`src/rtl/vga_timing_pkg.sv`:
```
// vga_timing_pkg
// Shared timing constants and helpers for the VGA raster generator.
//   - VGA640_*  : 640x480@60 (25.175 MHz pixel rate) timing set, negative syncs
//   - SVGA800_* : 800x600@60 (40 MHz pixel rate) timing set, positive syncs
//   - axis_total / sync_start / sync_end : derived positions along one axis,
//     with the axis laid out as active, front porch, sync, back porch.
package vga_timing_pkg;

  localparam int   VGA640_H_ACTIVE = 640;
  localparam int   VGA640_H_FP     = 16;
  localparam int   VGA640_H_SYNC   = 96;
  localparam int   VGA640_H_BP     = 48;
  localparam int   VGA640_V_ACTIVE = 480;
  localparam int   VGA640_V_FP     = 10;
  localparam int   VGA640_V_SYNC   = 2;
  localparam int   VGA640_V_BP     = 33;
  localparam logic VGA640_HS_POL   = 1'b0;
  localparam logic VGA640_VS_POL   = 1'b0;

  localparam int   SVGA800_H_ACTIVE = 800;
  localparam int   SVGA800_H_FP     = 40;
  localparam int   SVGA800_H_SYNC   = 128;
  localparam int   SVGA800_H_BP     = 88;
  localparam int   SVGA800_V_ACTIVE = 600;
  localparam int   SVGA800_V_FP     = 1;
  localparam int   SVGA800_V_SYNC   = 4;
  localparam int   SVGA800_V_BP     = 23;
  localparam logic SVGA800_HS_POL   = 1'b1;
  localparam logic SVGA800_VS_POL   = 1'b1;

  // Number of counts in one full period of an axis.
  function automatic int axis_total(input int active, input int fp, input int sync, input int bp);
    return active + fp + sync + bp;
  endfunction

  // First count at which sync is asserted.
  function automatic int sync_start(input int active, input int fp);
    return active + fp;
  endfunction

  // First count after sync has been deasserted again (exclusive bound).
  function automatic int sync_end(input int active, input int fp, input int sync);
    return active + fp + sync;
  endfunction

endpackage

```
`src/rtl/vga_axis_counter.sv`:
```
// vga_axis_counter
// One raster axis (horizontal or vertical): a wrapping position counter
// plus registered active/sync flags that always describe the current count.
// Ports:
//   clk, rst   : clock, synchronous active-high reset
//   step       : advance by one count this clk (wraps at the end of the axis)
//   clear      : force the count to 0 this clk (wins over step)
//   count      : current position, W bits
//   wrap       : count is the last position of the axis (combinational)
//   active     : count lies in the visible region (registered)
//   sync       : sync output at polarity POL (registered)
module vga_axis_counter
  import vga_timing_pkg::*;
#(
  parameter int   ACTIVE = 640,
  parameter int   FP     = 16,
  parameter int   SYNC   = 96,
  parameter int   BP     = 48,
  parameter logic POL    = 1'b0,
  parameter int   W      = 10
) (
  input  logic         clk,
  input  logic         rst,
  input  logic         step,
  input  logic         clear,
  output logic [W-1:0] count,
  output logic         wrap,
  output logic         active,
  output logic         sync
);

  localparam int TOTAL = axis_total(ACTIVE, FP, SYNC, BP);

  localparam logic [W-1:0] LAST       = W'(TOTAL - 1);
  localparam logic [W-1:0] ACT_END    = W'(ACTIVE);
  localparam logic [W-1:0] SYNC_BEGIN = W'(sync_start(ACTIVE, FP));
  localparam logic [W-1:0] SYNC_STOP  = W'(sync_end(ACTIVE, FP, SYNC));

  if (ACTIVE < 1 || FP < 1 || SYNC < 1 || BP < 1) begin : g_bad_widths
    $error("vga_axis_counter: every timing width must be at least 1");
  end
  if (W < 1 || W > 30 || (1 << W) < TOTAL) begin : g_bad_counter
    $error("vga_axis_counter: counter width W cannot hold TOTAL-1");
  end

  logic [W-1:0] count_next;

  assign wrap = (count == LAST);

  always_comb begin
    count_next = count;
    if (clear) begin
      count_next = '0;
    end else if (step) begin
      count_next = wrap ? '0 : count + 1'b1;
    end
  end

  // The flags are decoded from the next count so they land on the same edge
  // as the count itself and never lag it by a cycle.
  always_ff @(posedge clk) begin
    if (rst) begin
      count  <= '0;
      active <= 1'b1;
      sync   <= ~POL;
    end else begin
      count  <= count_next;
      active <= (count_next < ACT_END);
      sync   <= ((count_next >= SYNC_BEGIN) && (count_next < SYNC_STOP)) ? POL : ~POL;
    end
  end

endmodule

```
`src/rtl/vga_timing_gen.sv`:
```
// vga_timing_gen
// Parametrised VGA raster timing generator with run/freeze, resync, line,
// frame and vblank strobes and a completed-frame counter.
// Ports:
//   clk, rst     : clock, synchronous active-high reset
//   pix_en       : pixel-rate enable, one clk wide (may be high every clk)
//   run          : 1 = advance on pix_en, 0 = freeze everything
//   resync       : force the raster to (0,0) on the next clk
//   hsync, vsync : sync outputs at polarity HS_POL / VS_POL
//   active       : current pixel is visible
//   x, y         : raw horizontal / vertical counters, including blanking
//   line_start   : one-clk pulse when x becomes 0
//   frame_start  : one-clk pulse when (x,y) becomes (0,0)
//   vblank_start : one-clk pulse when (x,y) becomes (0,V_ACTIVE)
//   frame_count  : frames completed by advancing, wraps modulo 2^FRAME_W
module vga_timing_gen
  import vga_timing_pkg::*;
#(
  parameter int   H_ACTIVE = VGA640_H_ACTIVE,
  parameter int   H_FP     = VGA640_H_FP,
  parameter int   H_SYNC   = VGA640_H_SYNC,
  parameter int   H_BP     = VGA640_H_BP,
  parameter int   V_ACTIVE = VGA640_V_ACTIVE,
  parameter int   V_FP     = VGA640_V_FP,
  parameter int   V_SYNC   = VGA640_V_SYNC,
  parameter int   V_BP     = VGA640_V_BP,
  parameter logic HS_POL   = VGA640_HS_POL,
  parameter logic VS_POL   = VGA640_VS_POL,
  parameter int   X_W      = 10,
  parameter int   Y_W      = 10,
  parameter int   FRAME_W  = 16
) (
  input  logic               clk,
  input  logic               rst,
  input  logic               pix_en,
  input  logic               run,
  input  logic               resync,
  output logic               hsync,
  output logic               vsync,
  output logic               active,
  output logic [X_W-1:0]     x,
  output logic [Y_W-1:0]     y,
  output logic               line_start,
  output logic               frame_start,
  output logic               vblank_start,
  output logic [FRAME_W-1:0] frame_count
);

  localparam logic [Y_W-1:0] V_LAST_VISIBLE = Y_W'(V_ACTIVE - 1);

  logic advance;
  logic h_wrap;
  logic v_wrap;
  logic h_active;
  logic v_active;
  logic resync_q;

  assign advance = pix_en & run & ~resync;

  vga_axis_counter #(
    .ACTIVE (H_ACTIVE),
    .FP     (H_FP),
    .SYNC   (H_SYNC),
    .BP     (H_BP),
    .POL    (HS_POL),
    .W      (X_W)
  ) u_h_axis (
    .clk    (clk),
    .rst    (rst),
    .step   (advance),
    .clear  (resync),
    .count  (x),
    .wrap   (h_wrap),
    .active (h_active),
    .sync   (hsync)
  );

  vga_axis_counter #(
    .ACTIVE (V_ACTIVE),
    .FP     (V_FP),
    .SYNC   (V_SYNC),
    .BP     (V_BP),
    .POL    (VS_POL),
    .W      (Y_W)
  ) u_v_axis (
    .clk    (clk),
    .rst    (rst),
    .step   (advance & h_wrap),
    .clear  (resync),
    .count  (y),
    .wrap   (v_wrap),
    .active (v_active),
    .sync   (vsync)
  );

  // Both axis flags are registers, so the product is glitch-free and moves
  // on the same edge as the counters.
  assign active = h_active & v_active;

  // Strobes are decoded from the current position and the action about to be
  // taken, so each pulse coincides with the edge that produces its counter
  // value. resync_q stops a resync held over several clks from re-pulsing
  // while the raster sits at (0,0).
  always_ff @(posedge clk) begin
    if (rst) begin
      line_start   <= 1'b0;
      frame_start  <= 1'b0;
      vblank_start <= 1'b0;
      frame_count  <= '0;
      resync_q     <= 1'b0;
    end else begin
      resync_q     <= resync;
      line_start   <= 1'b0;
      frame_start  <= 1'b0;
      vblank_start <= 1'b0;
      if (resync) begin
        if (!resync_q) begin
          line_start  <= 1'b1;
          frame_start <= 1'b1;
        end
      end else if (advance && h_wrap) begin
        line_start   <= 1'b1;
        frame_start  <= v_wrap;
        vblank_start <= (y == V_LAST_VISIBLE);
        if (v_wrap) begin
          frame_count <= frame_count + 1'b1;
        end
      end
    end
  end

endmodule

```
`config.mk`:
```
export PLATFORM = sky130hd
export DESIGN_NAME = vga_timing_gen
export DESIGN_NICKNAME = d
export VERILOG_FILES = /design/src/rtl/vga_timing_pkg.sv /design/src/rtl/vga_axis_counter.sv /design/src/rtl/vga_timing_gen.sv
export SDC_FILE = /design/constraint.sdc
export NUM_CORES = 1
export LEC_CHECK = 0
export CORE_MARGIN = 3
export CORE_UTILIZATION = 44
export CTS_BUF_LIST = sky130_fd_sc_hd__clkbuf_8 sky130_fd_sc_hd__clkbuf_16
export DETAILED_ROUTE_END_ITERATION = 10
export PLACE_DENSITY_LB_ADDON = 0.1
export SLEW_MARGIN = 20
export SYNTH_ARGS = -nofsm -noshare
export SYNTH_HDL_FRONTEND = slang
export SYNTH_HIERARCHICAL = 1
export SYNTH_SLANG_ARGS = --single-unit
```
`constraint.sdc`:
```
create_clock -name clk -period 5.6 [get_ports clk]
set_input_delay 0.56 -clock clk [delete_from_list [all_inputs] [get_ports clk]]
set_output_delay 0.56 -clock clk [all_outputs]
set_load 0.02 [all_outputs]
```
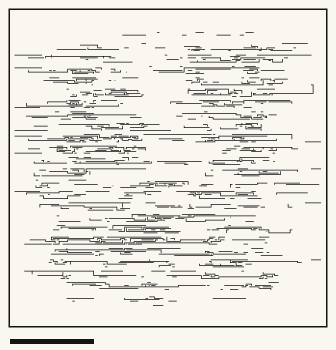
*Metal 1, run 1*
Scale bar: 20 um.
The longest straight run is 18.4 um. The layer holds 51% of the routed length.

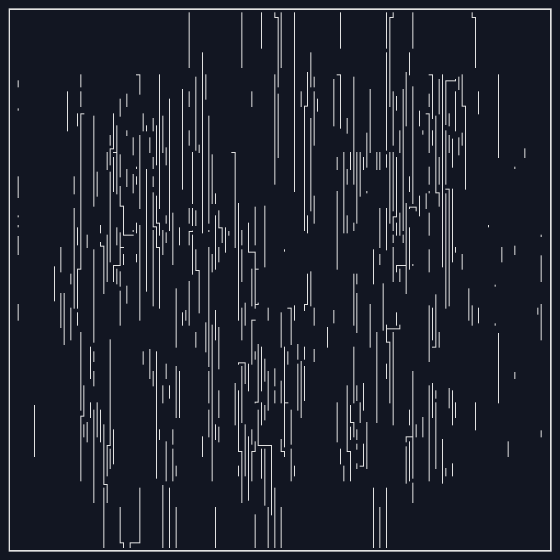
*Signal wires on met2, run 1*
The layer holds 44% of the routed length. The wires run mostly vertical. 247 nets have wire on it. The layer carries 2070 um of wire. The longest straight run is 26.9 um.

==> notes.md, run 1 <==
Results of the implementation run.

The run finished with clean final reports. Per the synth stats, the flop cell with the highest instance count is sky130_fd_sc_hd__dfxtp_1. The total area of sequential cells came out at 881 um2. The floorplan step defined a die boundary enclosing 5700 um2. The share of the clock period used by the worst path is 51.1%. Post-CTS repair ended up resizing 0 cells. The via count of the first global-routing pass was 1679.

The routed layout has 1844 vias. Of the synthesized area, sequential elements account for 41.4%. The netlist uses 46 different library cells. The worst setup path is captured at a flip-flop. TritonCTS built the clock tree. The worst clock skew on the final layout is 0.0103 ns. Among all stages on the critical path, the maximum delay recorded is 0.60 ns. Summed over all failing endpoints, the final setup total negative slack is 0 ns. At the worst endpoint, the arrival time is 3.07 ns. The violation count after the first detailed-routing iteration came out at 122. The maximum clock frequency came out at 349 MHz. The largest buffer count on any clock path is 2. The data required time at the worst endpoint came out at 5.81 ns. The clock transition time at the flip-flop clock pins of the worst setup and hold paths is 0.08 ns. The post-synthesis instance area is 2130 um2. Per the run summary, max-cap violations total 0.

The total of endpoints with negative setup slack in the final report came out at 0. The core outline area is 4500 um2. The async set-reset flop share out of synthesis is 0%. When the netlist entered floorplanning its net count stood at 250. The CTS buffer count is 5. For this block, the routed nets add up to 4680 um of wire. The final net count came out at 296. Per the power-grid run, VDD falls by no more than 0.000210 V.

The chip width is 75.5 um. The synthesized instance count is 241. The insertion delay at the late pin of the worst-skew pair came out at 0.29 ns. CTS built an H-tree with a depth of 2. The slowest stage cell on the critical path is sky130_fd_sc_hd__or4_4. Summed over all layers, the global routing overflow is 0. Setup repair after global routing left no endpoint under its margin. The number of flops mapped to enable cells by yosys came out at 0. The type recorded for the worst min-delay path is flip-flop to flip-flop. The tree is rooted in a sky130_fd_sc_hd__clkbuf_8. For reference, the critical path cell chain is inv_1, ha_1, or3b_1, nor4_2, inv_1, or4_4, or3_1, a21oi_1. The fraction of synthesized cell area taken by the top area cell type came out at 41.4%. The power per standard cell area came out at 207 nW/um2. The setup path with the least slack is of type flip-flop to flip-flop. The tightest hold margin came out at 0.493 ns.
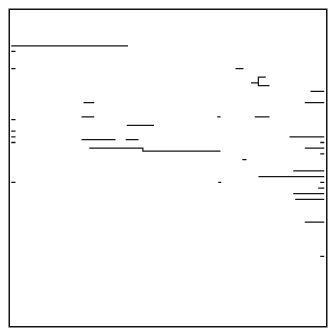
*The metal 3 layer, run 1*
The layer holds 3.5% of the routed length. The longest straight run is 27.6 um.

run 1: through the flow:
step                setup WS [ns]  util [%]
finish                       2.74      60.0
detailed placement           2.69      57.8
global placement             2.74      57.8
floorplan                    3.03         -
global route                 2.55      60.0
CTS                          2.78      60.0
run 1: cell families (layout without fill, tap and decap cells):
kind of cell	Yosys count	after routing	share of synthesized area (%)
simple gates	119	119	32.2
flops	44	44	41.4
compound gates	27	27	7.65
xor+xnor	25	25	10.3
buf+inv	18	63	4.18
fa+ha+maj	4	4	2.35
mux	4	4	1.88
run 1: power breakdown:
group / total, mW / internal, mW / switching (mW)
combinational: 0.0163 / 0.00633 / 0.0100
clock: 0.229 / 0.128 / 0.100
sequential: 0.314 / 0.314 / 0.000478
run 1: cell usage in the layout (no fill, tap or decap), drive strengths merged, types with 2 or more instances in the layout:
cell	synthesis	layout
nor2	35	35
inv	11	11
or3	5	5
nor2b	3	3
a21oi	12	12
a31oi	2	2
nor3	9	9
clkdlybuf4s50	0	46
or4	4	4
nand2	17	17
xnor2	17	17
nand3	9	9
nand4	15	15
xor2	8	8
and3	3	3
clkbuf	2	5
nor4	5	5
dfxtp	44	44
o21ai	7	7
ha	4	4
and2	2	2
nand4b	5	5
mux2i	4	4
run 1: path summary, 6_finish.rpt:
| kind | start | to | slack (ns) | cells after the start |
|---|---|---|---|---|
| worst max register to register | u_v_axis/count[0]$_SDFF_PP0_ | frame_count[9]$_SDFFE_PP0P_ | 2.74 | 8 |
| worst min-delay path | frame_count[15]$_SDFFE_PP0P_ | frame_count[15]$_SDFFE_PP0P_ | 0.49 | 2 |
| worst min register to register | frame_count[15]$_SDFFE_PP0P_ | frame_count[15]$_SDFFE_PP0P_ | 0.49 | 2 |
| worst max-delay path | u_v_axis/count[0]$_SDFF_PP0_ | frame_count[9]$_SDFFE_PP0P_ | 2.74 | 8 |
run 1: registers in the layout, summed over array words and instances, names as in the netlist:
signal	flops
u_h_axis/sync	1
u_h_axis/count	10
u_v_axis/sync	1
frame_start	1
u_v_axis/count	10
frame_count	16
u_h_axis/active	1
u_v_axis/active	1
vblank_start	1
resync_q	1
line_start	1
run 1: worst reg2reg max path, cell delays in order (launching register included):
cell	delay [ns]
sky130_fd_sc_hd__dfxtp_1	0.39
sky130_fd_sc_hd__inv_1	0.09
sky130_fd_sc_hd__ha_1	0.13
sky130_fd_sc_hd__or3b_1	0.35
sky130_fd_sc_hd__nor4_2	0.49
sky130_fd_sc_hd__inv_1	0.24
sky130_fd_sc_hd__or4_4	0.60
sky130_fd_sc_hd__or3_1	0.36
sky130_fd_sc_hd__a21oi_1	0.14
run 1: cell type report:
cell class	count	share of cell area (%)
multi-input combinational	179	42.8
sequential	44	32.6
timing repair buffer	46	17.0
clock buffer	5	2.55
tap	52	2.41
inverter	11	1.53
clock inverter	1	1.11
run 1: routing by layer:
| metal | global-route usage (%) | routed length, um | vias up | share of wire [%] |
|---|---|---|---|---|
| li1 | - | - | 933 | - |
| met1 | 24.1 | 2390 | 863 | 51 |
| met2 | 27.6 | 2070 | 41 | 44 |
| met3 | 3.96 | 164 | 7 | 3.5 |
| met4 | 5.44 | 56 | 0 | 1.2 |
| met5 | 0 | 0 | - | 0 |
### Routing congestion map, run 1

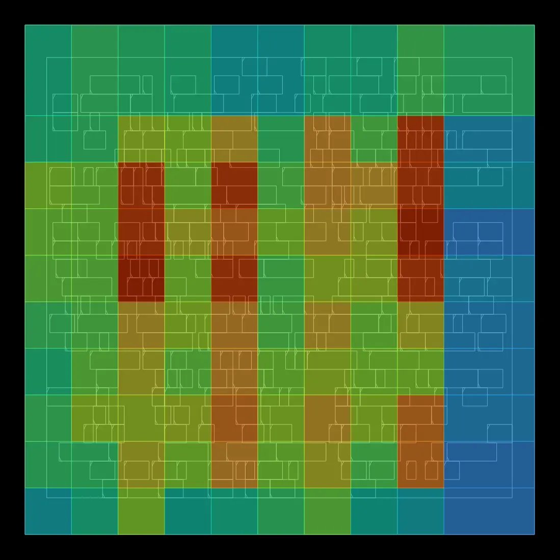

--- run 2 (diff from run 1) ---
- clock period: 5.6 -> 2.55 ns (I/O delays scaled with it)
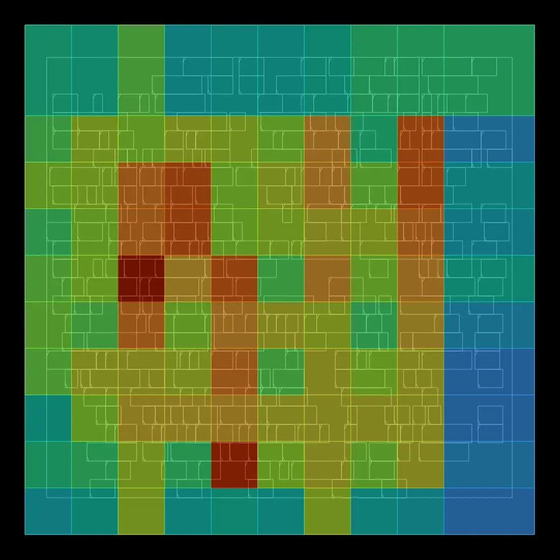
*Routing congestion map, run 2*
GR Util All Layers: 17.9%
M1 GR Usage: 24.9%
highest-utilization routing layer at the global route stage: met2
DR WL/cell: 13.5 um

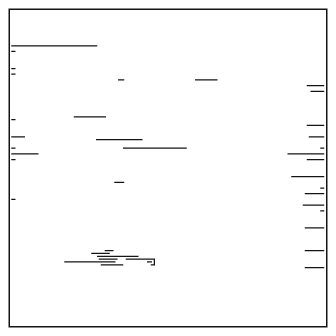
*The metal 3 layer, run 2*
DRT Wirelength: 4810 um
Global Route met3 Usage: 3.03%
vias post-DR: 1922

==> notes.md, run 2 <==
Results of the implementation run.

After routing, the total negative slack on setup checks comes to 0 ns. The synthesized netlist contains 46 unique library cells. The cell-mix breakdown from Yosys lists the compound-gate area share as 7.65%.

The flow reports that sequential cells draw 53.6% of the design power. The capture endpoint of the worst hold path is frame_count[15]$_SDFFE_PP0P_. The largest buffer count on any clock path is 2. Measured against the total synthesized area, the mux share comes to 1.88%. In this run the power density over the cells is 450 nW/um2. The number of flops mapped to enable cells by yosys is 0. Endpoints with negative setup slack in the final report add up to 0. The flow ran to the end, and the final reports show no timing, DRC or antenna violations. The most frequently used flop master after synthesis is sky130_fd_sc_hd__dfxtp_1. The maximum clock frequency is 428 MHz. The fraction of synthesized cell area taken by the top area cell type came out at 41.4%. The type of the setup path with the least slack is flip-flop to flip-flop. The post-synthesis instance area is 2130 um2.

Listed in order, past its start point the critical path passes inv_1, ha_1, or3b_1, nor4_2, buf_4, nand4_1, or4_4, or3_1, a21oi_1. For the worst setup path, the data required time is 2.78 ns. The source of the worst hold timing path is frame_count[15]$_SDFFE_PP0P_. Looking at the power breakdown, the clock network takes 43.4% of the total. The switching power as a share of total power is 20.3%. For the worst reg-to-reg path, the startpoint reported by OpenROAD is u_v_axis/count[0]$_SDFF_PP0_. The total of max-cap violations is 0. In this run the standard cell core region covers 4500 um2. The critical path endpoint category is a flip-flop.

The fraction of synthesized cell area in xor and xnor cells is 10.3%. Grouping non-sequential cells by family puts the most area in simple AND/OR/NAND/NOR gates. The final net count is 313. The flip-flop count of the largest register after layout came out at 16. For this run, the slowest stage of the critical path takes 0.47 ns. The cell count of the worst hold path came out at 2.
-- run 2: cell count changes in the layout (fill, tap and decap cells not counted), sizes merged --
cell / before / now
buf: 0 / 17
clkinv: 0 / 1
clkbuf: 5 / 6
-- run 2: worst max-delay path: cells and delay by family, from the launching register on --
kind | cells | cell delay (ns)
AOI/OAI and AO/OA | 1 | 0.15
and+or+nand+nor | 5 | 1.44
DFF | 1 | 0.32
buffers and inverters | 2 | 0.24
adders and majority gates | 1 | 0.12
-- run 2: power by group through the flow --
stage	registers [mW]	clock network, mW	logic, mW
after global placement	0.707	0	0.0392
after floorplan	0.709	0	0.0183
final	0.690	0.559	0.0393
after global routing	0.691	0.599	0.0428
after detailed placement	0.707	0	0.0394
after CTS	0.690	0.577	0.0396
-- run 2: repair_timing --
action,4_1_cts,5_1_grt
resized,0,2
setup endpoints to repair,0,2
buffers inserted,0,0
-- run 2: metal layers --
metal	vias up	track usage [%]
met5	-	0
met2	51	28.3
met1	896	24.9
met3	5	3.03
li1	970	-
met4	0	5.83
-- run 2: cells by family (layout without fill, tap and decap cells) --
group	Yosys count	in the layout
AND/OR/NAND/NOR	119	119
flip-flops	44	44
AND-OR/OR-AND	27	27
XOR/XNOR	25	25
buffers and inverters	18	82
adder cells (fa/ha/maj)	4	4
multiplexers	4	4
-- run 2: worst max-delay path by stage --
stage                                         endpoint  slack (ns)                          from
after floorplan            frame_count[9]$_SDFFE_PP0P_        0.02  u_v_axis/count[0]$_SDFF_PP0_
after global placement    frame_count[13]$_SDFFE_PP0P_        0.25  u_v_axis/count[0]$_SDFF_PP0_
after detailed placement  frame_count[15]$_SDFFE_PP0P_        0.23  u_v_axis/count[0]$_SDFF_PP0_
after CTS                 frame_count[15]$_SDFFE_PP0P_        0.20  u_v_axis/count[0]$_SDFF_PP0_
after global routing          u_v_axis/sync$_SDFF_PP1_       0.009  u_h_axis/count[0]$_SDFF_PP0_
final                     frame_count[15]$_SDFFE_PP0P_        0.22  u_v_axis/count[0]$_SDFF_PP0_
-- run 2: stage by stage --
step | setup WS, ns | cells | hold slack [ns]
after floorplan | 0.0183 | 241 | 0.327
after global placement | 0.255 | 349 | 0.472
after detailed placement | 0.225 | 349 | 0.493
after CTS | 0.204 | 357 | 0.506
after global routing | 0.00856 | 357 | 0.540
final | 0.216 | 357 | 0.508
-- run 2: cell type report --
type	count	area, um2	share of cell area (%)
Timing Repair Buffer	63	588	20.5
Clock inverter	2	38.8	1.35
Inverter	11	41.3	1.44
Sequential cell	44	883	30.8
Tap cell	52	65.1	2.27
Multi-Input combinational cell	179	1170	40.7
Clock buffer	6	82.6	2.88
Power is estimated from default activity; no workload was simulated.
